<file path="src/rtl/led_fader.sv">
// LED fader: ramps brightness toward pulse & enable and drives a PWM LED output.
// Define GAMMA_EN for a squared (perceptual) duty curve; the default build is linear.
module led_fader #(
  parameter int          PWM_BITS = 8,
  parameter logic [31:0] STEP_DIV = 32'd46875
) (
  input  logic                clock,
  input  logic                reset_n,
  input  logic                enable,
  input  logic                pulse,
  output logic                pwm,
  output logic [PWM_BITS-1:0] level,
  output logic                busy,
  output logic                settled
);

  typedef enum logic [1:0] {
    OFF  = 2'd0,
    RISE = 2'd1,
    ON   = 2'd2,
    FALL = 2'd3
  } state_t;

  localparam logic [PWM_BITS-1:0] LMAX = '1;
  localparam logic [PWM_BITS-1:0] LMIN = '0;

  state_t              state;
  state_t              state_nxt;
  logic [31:0]         presc;
  logic [31:0]         presc_nxt;
  logic [PWM_BITS-1:0] level_nxt;
  logic [PWM_BITS-1:0] cnt;
  logic [PWM_BITS-1:0] cmp;
  logic                tgt;
  logic                tick;
  logic                settled_nxt;

  assign tgt  = pulse & enable;
  assign busy = (state == RISE) | (state == FALL);
  assign tick = busy && (presc == STEP_DIV - 32'd1);

`ifdef GAMMA_EN
  logic [2*PWM_BITS-1:0] sq;
  assign sq  = level * level;
  assign cmp = sq[2*PWM_BITS-1:PWM_BITS];
`else
  assign cmp = level;
`endif

  always_comb begin
    state_nxt   = state;
    level_nxt   = level;
    settled_nxt = 1'b0;
    presc_nxt   = presc;
    if (busy)
      presc_nxt = tick ? 32'd0 : presc + 32'd1;
    unique case (state)
      OFF: begin
        if (tgt) begin
          state_nxt = RISE;
          presc_nxt = 32'd0;
        end
      end
      RISE: begin
        // A reversal wins over a coincident tick.
        if (!tgt) begin
          state_nxt = FALL;
        end else if (tick) begin
          level_nxt = (level == LMAX) ? LMAX : level + 1'b1;
          if (level_nxt == LMAX) begin
            state_nxt   = ON;
            settled_nxt = 1'b1;
          end
        end
      end
      ON: begin
        if (!tgt) begin
          state_nxt = FALL;
          presc_nxt = 32'd0;
        end
      end
      FALL: begin
        if (tgt) begin
          state_nxt = RISE;
        end else if (tick) begin
          level_nxt = (level == LMIN) ? LMIN : level - 1'b1;
          if (level_nxt == LMIN) begin
            state_nxt   = OFF;
            settled_nxt = 1'b1;
          end
        end
      end
      default: state_nxt = OFF;
    endcase
  end

  always_ff @(posedge clock or negedge reset_n) begin
    if (!reset_n) begin
      state   <= OFF;
      level   <= '0;
      presc   <= 32'd0;
      settled <= 1'b0;
    end else begin
      state   <= state_nxt;
      level   <= level_nxt;
      presc   <= presc_nxt;
      settled <= settled_nxt;
    end
  end

  always_ff @(posedge clock or negedge reset_n) begin
    if (!reset_n) begin
      cnt <= '0;
      pwm <= 1'b0;
    end else begin
      cnt <= cnt + 1'b1;
      pwm <= (level == LMAX) | (cnt < cmp);
    end
  end

endmodule

</file>
<file path="config.mk">
export PLATFORM = sky130hd
export DESIGN_NAME = led_fader
export DESIGN_NICKNAME = d
export VERILOG_FILES = /design/src/rtl/led_fader.sv
export SDC_FILE = /design/constraint.sdc
export NUM_CORES = 1
export LEC_CHECK = 0
export CAP_MARGIN = 20
export CORE_MARGIN = 2
export CORE_UTILIZATION = 30
export DETAILED_ROUTE_END_ITERATION = 16
export PLACE_DENSITY = 0.55
export REMOVE_ABC_BUFFERS = 1
export SYNTH_ARGS = -nofsm -noshare
export SYNTH_HDL_FRONTEND = slang
export SYNTH_SLANG_ARGS = --single-unit
</file>
<file path="constraint.sdc">
create_clock -name clock -period 2.7 [get_ports clock]
set_input_delay 0.675 -clock clock [delete_from_list [all_inputs] [get_ports clock]]
set_output_delay 0.675 -clock clock [all_outputs]
set_load 0.01 [all_outputs]
</file>
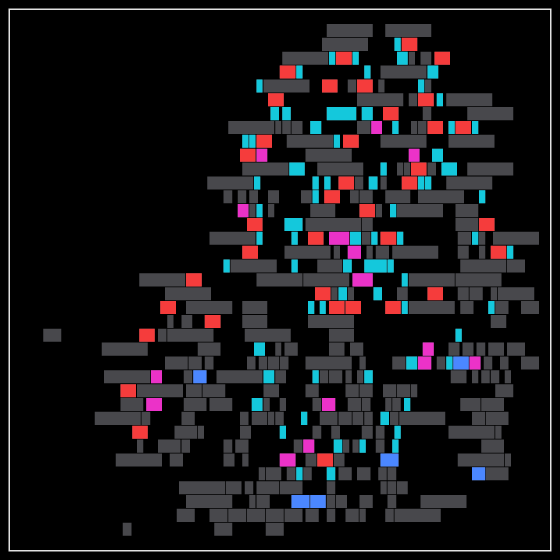
Figure 1: run 1, gate families picked out.
family	colour	cells
AND-OR and OR-AND gates	blue	6
NOR gates	cyan	73
AND and OR gates	magenta	15
XOR/XNOR gates	red	37

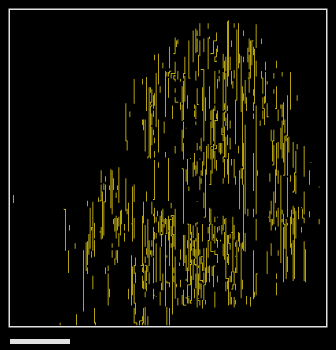
Figure 2: run 1, signal wires on met2.
The bar under the picture is 20 um long.
nets with wire on the layer	310
share of all routed wire	45%
longest straight run	36.4 um
main direction	vertical
wire length on this layer	3140 um

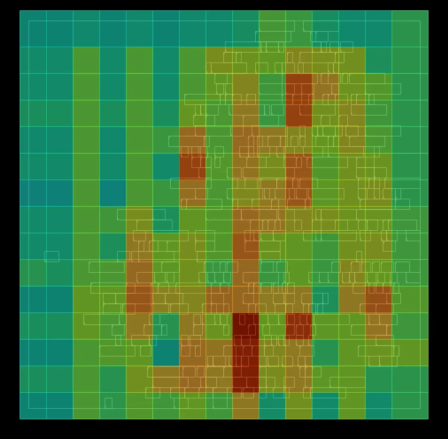
Figure 3: run 1, track usage over the die.
met3 usage: 0.0227
M1 GR Usage: 0.187
gr usage total: 0.131
GRT Max-Usage Layer: met2
global-route track usage on met2: 0.207

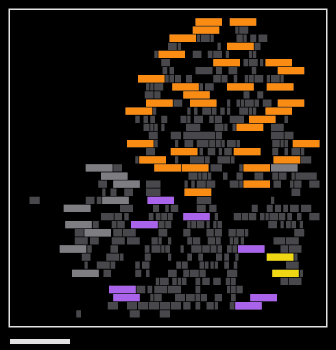
Figure 4: run 1, where the registers sit.
The bar under the picture is 20 um long. Other sequential cells in the stronger grey, the rest of the logic in the fainter grey.
name in the netlist	colour	placed flops
presc	orange	32
level	purple	8
state	yellow	2
not coloured	10
FF+latch area: 1300 um^2
final core utilization: 0.356
Seq area share: 0.357
Sequential Power: 0.856 mW

==> impl_metrics.ini, run 1 <==
; yosys + openroad results
[yosys]
synthFlopType = dfrtp_1
adder_share = 0.0641
simple_gate_share = 0.251
synth_stat.cells = 348

[power_and_ir_drop]
p_clk_mw = 0.567
p_int_mw = 1.38
vdd_drop_max_mv = 0.672
power_switching_mw = 0.695

[placement]
place_congestion = 0.829

[floorplan]
chip_area_um2 = 11200
core.rowCount = 37

[setup_path]
cp-start-kind = register
cp-startpoint = level[1]
regToRegSetupSlack_ps = 200
crit_top_cell = inv_1

[final_timing]
post-route-period-util = 0.927

[routing]
drt_wl_total_um = 6990
drc = 0

[outcome]
status = finished clean

[clock_network]
postCtsHoldBufs = 0
clk_latency_ps = 300

[layout]
fillCellCount = 1040
==> inputs of run 2 (changes only) <==
CORE_UTILIZATION = 25   (was 30)
PLACE_DENSITY = 0.5   (was 0.55)
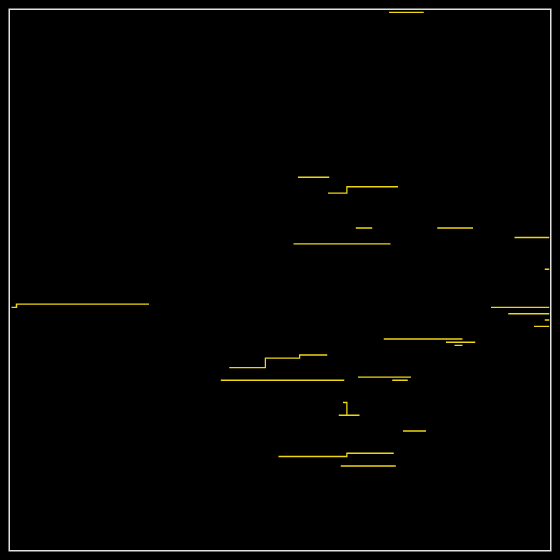
Figure 5: run 2, signal wires on met3.
nets with wire on the layer	19
wire length on this layer	259 um
total wire length: 7060 um
via count: 2545
met3 usage: 0.0214

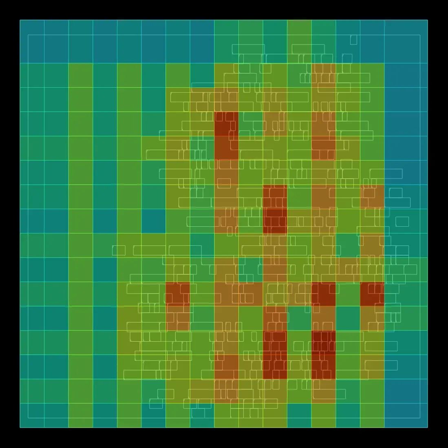
Figure 6: run 2, track usage over the die.
M1 GR Usage: 0.161
final core utilization: 0.307
gr usage total: 0.113

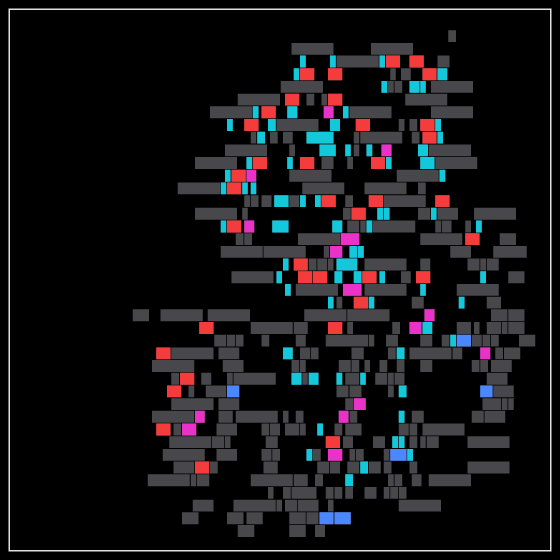
Figure 7: run 2, gate families picked out.
family	colour	cells
NOR gates	cyan	73
AND-OR and OR-AND gates	blue	6
AND and OR gates	magenta	15
XOR/XNOR gates	red	37

==> run 2 against run 1 <==
Sequential share of layout area decreased by 0.65 points. Area after synthesis unchanged. Wire length increased by 1.1%. Flip-flop count unchanged. Largest cell class unchanged. Cell area increased by 1.9%.
==> impl_metrics.ini, run 2 <==
; yosys + openroad results
[power_and_ir_drop]
p_seq_mw = 0.855
switching_share = 0.334
p_int_mw = 1.42
seqPwrFrac = 0.401
vdd_drop_max_mv = 0.282
p_clk_mw = 0.625
powerDensity_nw_per_um2 = 575
pwr-share-clk = 0.293

[yosys]
adder_share = 0.0641
xor_share = 0.104
synth_stat.cells = 348
postSynthCellCount = 348
yosys-top-cells-count = dfrtp_1, nor2_1, nand2_1, nand3_1, xor2_1
ys_sh_mux = 0.00681
synth_top_cell_by_count = dfrtp_1
synthFlopType = dfrtp_1
simple_gate_share = 0.251

[layout]
nNetsFinal = 394
fillCellCount = 1282
register_area_um2 = 1300
sh_seq_area = 0.350
drive_gt1_frac = 0.0960

[setup_path]
crit_top_cell = inv_1
regToRegSetupSlack_ps = 180
cp-start-kind = register
crit_chain = inv_1 -> ha_2 -> xnor2_1 -> nand4_1 -> a2111oi_1 -> buf_4 -> inv_1 -> o2bb2ai_1 -> and3_1 -> mux2_1
cp-startpoint = level[0]
required_ps = 2870
cpPeakStageDelay_ps = 460

[routing]
met3_length_um = 259
drc = 0
drt-pass1-iter-count = 5
drt_iter0_drc = 146

[final_timing]
setup_violations = 0
post-route-period-util = 0.933

[floorplan]
n_tap_cell = 168
core.rowCount = 40
chip_area_um2 = 13400
die_y_um = 116

[global_route]
grt_pass1_wl_um = 12200
top_usage_layer = met2
grt_overflow_total = 0
grt_max_degree = 33
use_met2 = 0.174

[clock_network]
postCtsHoldBufs = 0
clk_latency_ps = 290
clock_path_buffers = 2
cts_tree = done

[placement]
place_congestion = 0.856

[outcome]
status = finished clean
Power figures rest on the tool's default switching activity, not on a simulated workload.
